--- src/rtl/gpio_packet_shifter.sv ---
`timescale 1ns/1ps
`default_nettype none
// ============================================================================
// Module   : gpio_packet_shifter
// Brief    : GPIO serial front end: assembles command packets from gpio_sdi and
//            serialises SRAM read data onto gpio_sdo. Optional trailing even
//            parity bit on RX frames when PARITY_CHECK_EN is defined.
// Revision : 1.0 - initial release
// ============================================================================
module gpio_packet_shifter #(
  parameter int PKT_W = 86,
  parameter int RD_W  = 64
) (
  input  logic             clk,
  input  logic             reset,
  input  logic             gpio_start,
  input  logic             gpio_bit_vld,
  input  logic             gpio_sdi,
  output logic [PKT_W-1:0] packet,
  output logic             packet_vld,
  output logic             rx_busy,
  input  logic             rd_load,
  input  logic [RD_W-1:0]  rd_data,
  output logic             gpio_sdo,
  output logic             tx_busy,
  output logic             parity_err
);

`ifdef PARITY_CHECK_EN
  localparam int c_frame_w = PKT_W + 1;
`else
  localparam int c_frame_w = PKT_W;
`endif
  localparam int c_cnt_w  = $clog2(c_frame_w + 1);
  localparam int c_tcnt_w = $clog2(RD_W);

  localparam logic [c_cnt_w-1:0]  c_last_idx = c_cnt_w'(c_frame_w - 1);
  localparam logic [c_tcnt_w-1:0] c_tx_top   = c_tcnt_w'(RD_W - 1);

  typedef enum logic [1:0] {
    RX_IDLE  = 2'd0,
    RX_SHIFT = 2'd1,
    RX_DONE  = 2'd2
  } rx_state_t;

  typedef enum logic {
    TX_IDLE  = 1'b0,
    TX_SHIFT = 1'b1
  } tx_state_t;

  // --------------------------------------------------------------------------
  // RX engine
  // --------------------------------------------------------------------------
  rx_state_t              r_rx_state;
  rx_state_t              w_rx_next;
  logic [c_cnt_w-1:0]     r_rx_cnt;
  logic [c_frame_w-1:0]   r_sreg;
  logic [PKT_W-1:0]       r_packet;
  logic                   r_packet_vld;
  logic [PKT_W-1:0]       w_frame_pkt;
  logic                   w_frame_ok;
  logic                   w_bit_take;

  // A start strobe always wins over a coincident bit strobe.
  assign w_bit_take = gpio_bit_vld && !gpio_start;

`ifdef PARITY_CHECK_EN
  assign w_frame_pkt = r_sreg[c_frame_w-1:1];
  assign w_frame_ok  = ~^r_sreg;
`else
  assign w_frame_pkt = r_sreg;
  assign w_frame_ok  = 1'b1;
`endif

  always_ff @(posedge clk) begin
    if (reset) begin
      r_rx_state <= RX_IDLE;
    end else begin
      r_rx_state <= w_rx_next;
    end
  end

  always_comb begin
    w_rx_next = r_rx_state;
    case (r_rx_state)
      RX_IDLE: begin
        if (gpio_start) begin
          w_rx_next = RX_SHIFT;
        end
      end
      RX_SHIFT: begin
        if (w_bit_take && (r_rx_cnt == c_last_idx)) begin
          w_rx_next = RX_DONE;
        end
      end
      RX_DONE: begin
        w_rx_next = RX_IDLE;
      end
      default: begin
        w_rx_next = RX_IDLE;
      end
    endcase
  end

  always_ff @(posedge clk) begin
    if (reset) begin
      r_rx_cnt     <= '0;
      r_sreg       <= '0;
      r_packet     <= '0;
      r_packet_vld <= 1'b0;
    end else begin
      r_packet_vld <= 1'b0;
      case (r_rx_state)
        RX_IDLE: begin
          if (gpio_start) begin
            r_rx_cnt <= '0;
            r_sreg   <= '0;
          end
        end
        RX_SHIFT: begin
          if (gpio_start) begin
            r_rx_cnt <= '0;
            r_sreg   <= '0;
          end else if (gpio_bit_vld) begin
            r_sreg   <= {r_sreg[c_frame_w-2:0], gpio_sdi};
            r_rx_cnt <= r_rx_cnt + c_cnt_w'(1);
          end
        end
        RX_DONE: begin
          // The packet register only ever changes here, so it is never torn.
          if (w_frame_ok) begin
            r_packet     <= w_frame_pkt;
            r_packet_vld <= 1'b1;
          end
        end
        default: begin
          r_rx_cnt <= '0;
        end
      endcase
    end
  end

  assign packet     = r_packet;
  assign packet_vld = r_packet_vld;
  assign rx_busy    = (r_rx_state == RX_SHIFT);

`ifdef PARITY_CHECK_EN
  logic r_parity_err;

  always_ff @(posedge clk) begin
    if (reset) begin
      r_parity_err <= 1'b0;
    end else begin
      r_parity_err <= (r_rx_state == RX_DONE) && !w_frame_ok;
    end
  end

  assign parity_err = r_parity_err;
`else
  assign parity_err = 1'b0;
`endif

  // --------------------------------------------------------------------------
  // TX engine
  // --------------------------------------------------------------------------
  tx_state_t             r_tx_state;
  tx_state_t             w_tx_next;
  logic [RD_W-1:0]       r_tsreg;
  logic [c_tcnt_w-1:0]   r_tcount;
  logic                  r_sdo;

  always_ff @(posedge clk) begin
    if (reset) begin
      r_tx_state <= TX_IDLE;
    end else begin
      r_tx_state <= w_tx_next;
    end
  end

  always_comb begin
    w_tx_next = r_tx_state;
    case (r_tx_state)
      TX_IDLE: begin
        if (rd_load) begin
          w_tx_next = TX_SHIFT;
        end
      end
      TX_SHIFT: begin
        if (r_tcount == '0) begin
          w_tx_next = TX_IDLE;
        end
      end
      default: begin
        w_tx_next = TX_IDLE;
      end
    endcase
  end

  // The MSB is driven straight from rd_data on load so that gpio_sdo and
  // tx_busy line up over exactly RD_W cycles.
  always_ff @(posedge clk) begin
    if (reset) begin
      r_tsreg  <= '0;
      r_tcount <= '0;
      r_sdo    <= 1'b0;
    end else begin
      case (r_tx_state)
        TX_IDLE: begin
          if (rd_load) begin
            r_tsreg  <= rd_data;
            r_tcount <= c_tx_top;
            r_sdo    <= rd_data[RD_W-1];
          end
        end
        TX_SHIFT: begin
          if (r_tcount == '0) begin
            r_sdo <= 1'b0;
          end else begin
            r_tsreg  <= r_tsreg << 1;
            r_sdo    <= r_tsreg[RD_W-2];
            r_tcount <= r_tcount - c_tcnt_w'(1);
          end
        end
        default: begin
          r_sdo <= 1'b0;
        end
      endcase
    end
  end

  assign gpio_sdo = r_sdo;
  assign tx_busy  = (r_tx_state == TX_SHIFT);

endmodule
`default_nettype wire
--- config.mk ---
export PLATFORM = sky130hd
export DESIGN_NAME = gpio_packet_shifter
export DESIGN_NICKNAME = d
export VERILOG_FILES = /design/src/rtl/gpio_packet_shifter.sv
export SDC_FILE = /design/constraint.sdc
export NUM_CORES = 1
export LEC_CHECK = 0
export CAP_MARGIN = 25
export CORE_UTILIZATION = 40
export DETAILED_ROUTE_END_ITERATION = 12
export PLACE_DENSITY_LB_ADDON = 0.3
export SLEW_MARGIN = 40
export SYNTH_ARGS = -nofsm -noshare
export SYNTH_HDL_FRONTEND = slang
export SYNTH_SLANG_ARGS = --single-unit
--- constraint.sdc ---
create_clock -name clk -period 3 [get_ports clk]
set_clock_uncertainty 0.2 [all_clocks]
set_input_delay 0.45 -clock clk [delete_from_list [all_inputs] [get_ports clk]]
set_output_delay 0.45 -clock clk [all_outputs]
set_load 0.02 [all_outputs]
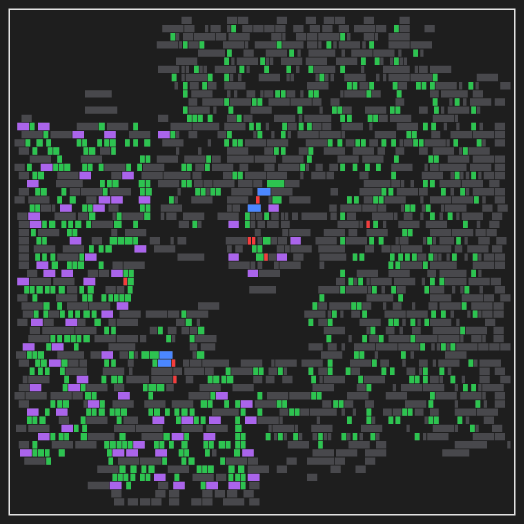
Run 1: logic cells by family
Scale: 3 px per um.
[inverting AOI/OAI gates] green | cells: 530 | most used: a21oi_1 | where: widely spread
[adder and majority cells] blue | cells: 4 | most used: ha_1 | where: centre
[inverters] red | cells: 8 | most used: inv_1 | where: centre
[multiplexers] purple | cells: 68 | most used: mux2_2

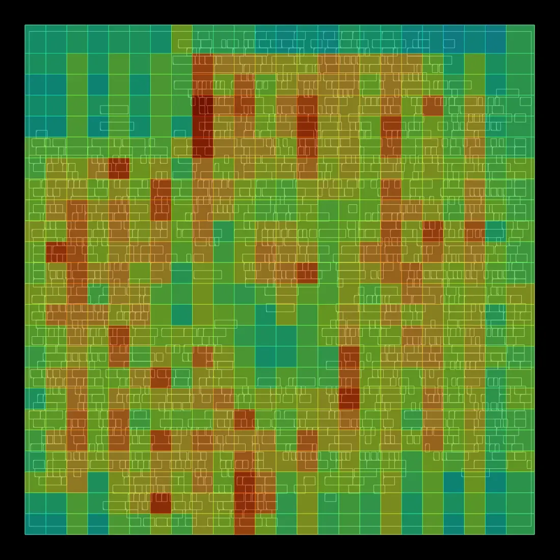
Run 1: routing congestion
final core occ: 50.7%
average wire per standard cell: 15.9 um
met3 Track Usage GR: 3.86%

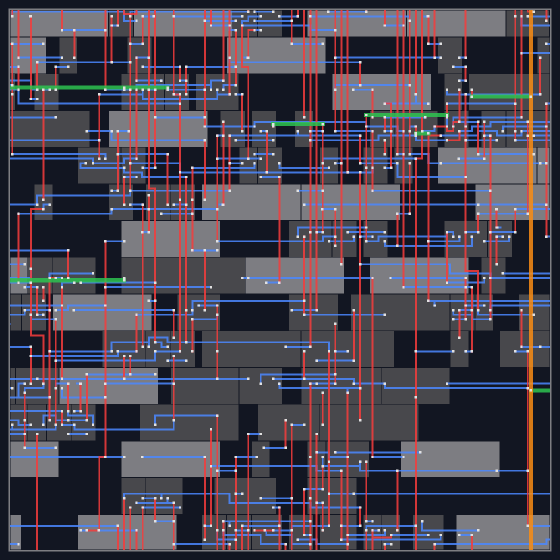
Run 1: close-up of the layout
Window x 64 to 104, y 98 to 138 um. Cells in grey, sequential cells in the stronger grey; small squares are vias.
[met1] blue
[met3] green
[met4] orange
[met2] red
sequential cells in the window: 20
netlist names of flops here include: r_sreg (12), packet (4), r_rx_cnt (2)
cells with their middle in the window: 104
most frequent: dfxtp_1 (19), a21oi_1 (18), o21ai_0 (13)

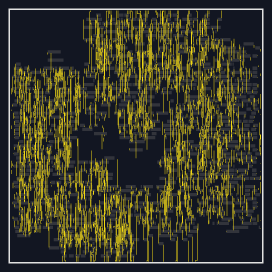
Run 1: met2 routing
Scale: 1.5 px per um. Cells faint in the background.
share of all routed wire: 45%
longest straight run: 49.8 um

-- run 1: critical path: cells and delay by family (launching register included) --
family	cells	cell delay (ps)
buf+inv	2	750
flops	1	600
simple gates	1	190
-- run 1: report_power, final --
| group | total (mW) | internal, mW | switching (mW) |
|---|---|---|---|
| Combinational | 0.808 | 0.318 | 0.491 |
| Sequential | 3.54 | 3.46 | 0.0821 |
| Clock | 3.57 | 2.20 | 1.37 |
| Total | 7.92 | 5.98 | 1.94 |
-- run 1: flip-flops by register name, indices dropped and copies added (netlist names) --
signal and count:
gpio_sdo 1, packet 86, packet_vld 1, r_rx_cnt 7, r_rx_state 2, r_sreg 86, r_tcount 6, r_tsreg 63
tx_busy 1
-- run 1: per-layer routing --
metal | part of all wire [%] | global-route usage, %
met1 | 47 | 26.8
met2 | 45 | 29.9
met3 | 5.6 | 3.86
met4 | 1.7 | 4.83
met5 | 0 | 0
-- run 1: logic make-up (layout without fill, tap and decap cells) --
group                      Yosys count  after routing  share of synthesized area, %
DFF                                253            253                          45.9
other                                1              1                        0.0340
AOI/OAI and AO/OA                  533            533                          25.3
adders and majority gates            4              4                         0.454
and+or+nand+nor                    306            306                          15.5
buffers and inverters              156            240                          5.87
muxes                               68             68                          6.88
xor gates and xnor gates             1              1                        0.0794
-- run 1: cell type report --
| cell class | instances | area, sq um | share of cell area, % |
|---|---|---|---|
| clock buffers | 43 | 848 | 6.19 |
| clock inverters | 8 | 121 | 0.885 |
| inverters | 8 | 30.0 | 0.219 |
| multi-input cells | 913 | 5360 | 39.1 |
| flip-flops and latches | 253 | 5070 | 37.0 |
| well taps | 341 | 427 | 3.11 |
| repair buffers | 181 | 1860 | 13.5 |
==> flow_metrics.tcl, run 1 <==
# collected from the flow reports
set metrics [dict create \
    status "finished, final reports clean" \
    worst_hold_startpoint "packet[3]$_SDFFE_PP0P_" \
    crit_path_end "rx_busy" \
    htreeDepth 1 \
    antenna_found_initial 0 \
    num_vias 9869 \
    dpl.hpwl_um 15500 \
    layout-drive-gt1-share_pct 10.1 \
    hold_ws_ps 250 \
    max_stage_delay_ps 620 \
    min_to "packet[3]$_SDFFE_PP0P_" \
    synth-edff-count 0 \
    grt_pass1_wl_um 46100 \
    most_common_cell "dfxtp_1" \
    top_cell_area_share_pct 45.9 \
    rrSetupSlack_ps 850 \
    coreArea_sq_mm 0.0270 \
    worstHoldPathType "flip-flop to flip-flop" \
    finalCriticalPeriod_ps 2730 \
    warning_count 28 \
    cts_buffers 29 \
    setup.worst_path.end_class "output pin" \
    placementRows 60 \
    flop_cell "dfxtp_1" \
    die_area_sq_mm 0.0282 \
    cts_buffer_depth 3 \
    cp-start-kind "flip-flop" \
    gp_congestion 0.759 \
    ios 161 \
    post_cts_buffers 0 \
    yosysSeqAreaShare_pct 45.9 \
    p_leak_nw 4.39 \
    grt_pass1_vias 9184 \
    r2r_start "r_rx_state[1]$_SDFFE_PP0P_" \
    fin_ws_ps 273 \
    reg2reg_to "packet[27]$_SDFFE_PP0P_" \
    finalNonFillerCells 1747 \
    crit_chain "nand2b_1 -> inv_1 -> clkdlybuf4s50_1" \
]
==> inputs of run 2 (changes only) <==
CAP_MARGIN = 20   (was 25)
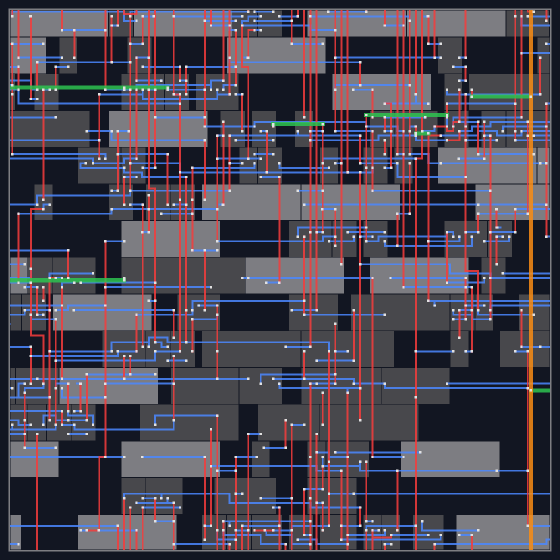
Run 2: close-up of the layout
Window x 64 to 104, y 98 to 138 um. Cells in grey, sequential cells in the stronger grey; small squares are vias.
[met2] red
[met1] blue
[met4] orange
[met3] green
netlist names of flops here include: r_sreg (12), packet (4), r_rx_cnt (2)
most frequent: dfxtp_1 (19), a21oi_1 (18), o21ai_0 (13)
sequential cells in the window: 20
cells with their middle in the window: 104

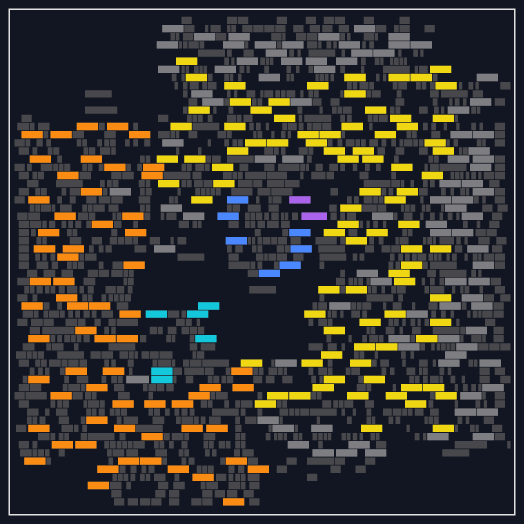
Run 2: sequential cells coloured by netlist name
Scale: 3 px per um. Other sequential cells in the stronger grey, the rest of the logic in the fainter grey.
[r_rx_state] purple | flops: 2
[r_rx_cnt] blue | flops: 7 | where: centre
[r_tcount] cyan | flops: 6
[r_tsreg] orange | flops: 63
[r_sreg] yellow | flops: 86
not coloured: 89

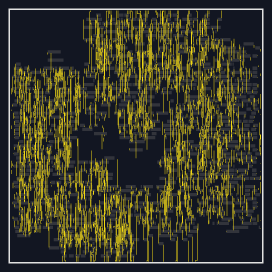
Run 2: met2 routing
Scale: 1.5 px per um. Cells faint in the background.
share of all routed wire: 45%
main direction: vertical
wire length on this layer: 12,600 um

==> run 2 against run 1 <==
Against the previous run: first-iteration DRC count did not move; synthesized area unchanged; cell count did not move; clock power barely moved; register-to-register slack about the same; critical path type unchanged; critical endpoint unchanged.
==> flow_metrics.tcl, run 2 <==
# collected from the flow reports
set metrics [dict create \
    status "finished, final reports clean" \
    flop_area_sq_mm 0.00507 \
    reg2reg_to "packet[27]$_SDFFE_PP0P_" \
    top_cell_area_share_pct 45.9 \
    hold_ws_ps 250 \
    met2WireLength_um 12600 \
    largestClassByArea "combinational gates" \
    yosysSeqAreaShare_pct 45.9 \
    grt_pass1_vias 9184 \
    post_cts_buffers 0 \
    grt_use_met2_pct 29.9 \
    taps 341 \
    n_all_inverters 8 \
    layout.nonclk_buf_share_pct 13.5 \
    final-clk-cell-share_pct 7.07 \
    htreeDepth 1 \
    comb_cells 913 \
    worst_hold_startpoint "packet[3]$_SDFFE_PP0P_" \
    setup.worst_path.end_class "output pin" \
    most_common_cell "dfxtp_1" \
]
-- run 2: cell counts after synthesis --
No cell type changed its count.
-- run 2: report_power, final --
| part | switching (mW) | total [mW] | leakage [nW] | internal, mW |
|---|---|---|---|---|
| Combinational | 0.491 | 0.808 | 1.86 | 0.318 |
| Sequential | 0.0821 | 3.54 | 2.06 | 3.46 |
| Clock | 1.37 | 3.57 | 0.475 | 2.20 |
-- run 2: cells by family (layout without fill, tap and decap cells) --
kind of cell    after synthesis  in the layout  synth area share [%]
compound gates              533            533                  25.3
simple gates                306            306                  15.5
flops                       253            253                  45.9
buf+inv                     156            240                  5.87
mux                          68             68                  6.88
fa+ha+maj                     4              4                 0.454
other cells                   1              1                0.0340
xor+xnor                      1              1                0.0794
-- run 2: how the worst max path moves through the flow --
| stage | slack [ps] | end | from | cells after the start |
|---|---|---|---|---|
| 3_5_place_dp | 640 | r_sreg[28]$_SDFFE_PP0P_ | gpio_start | 5 |
| 3_3_place_gp | 700 | r_sreg[38]$_SDFFE_PP0P_ | gpio_start | 5 |
| 5_1_grt | 140 | rx_busy | r_rx_state[0]$_SDFFE_PP0P_ | 3 |
| 4_1_cts | 250 | rx_busy | r_rx_state[0]$_SDFFE_PP0P_ | 3 |
| 6_report | 270 | rx_busy | r_rx_state[0]$_SDFFE_PP0P_ | 3 |
| 2_1_floorplan | 1160 | r_tsreg[22]$_SDFFE_PP0P_ | r_tcount[0]$_SDFFE_PP0P_ | 7 |
-- run 2: what timing repair did --
action	4_1_cts	5_1_grt
hold buffers	1	0
endpoints found under the hold margin	17	0
gates resized	0	0
-- run 2: critical path: stages (launching register included) --
cell and delay [ps]:
dfxtp_1 600, nand2b_1 190, inv_1 130, clkdlybuf4s50_1 620
Power figures rest on the tool's default switching activity, not on a simulated workload.
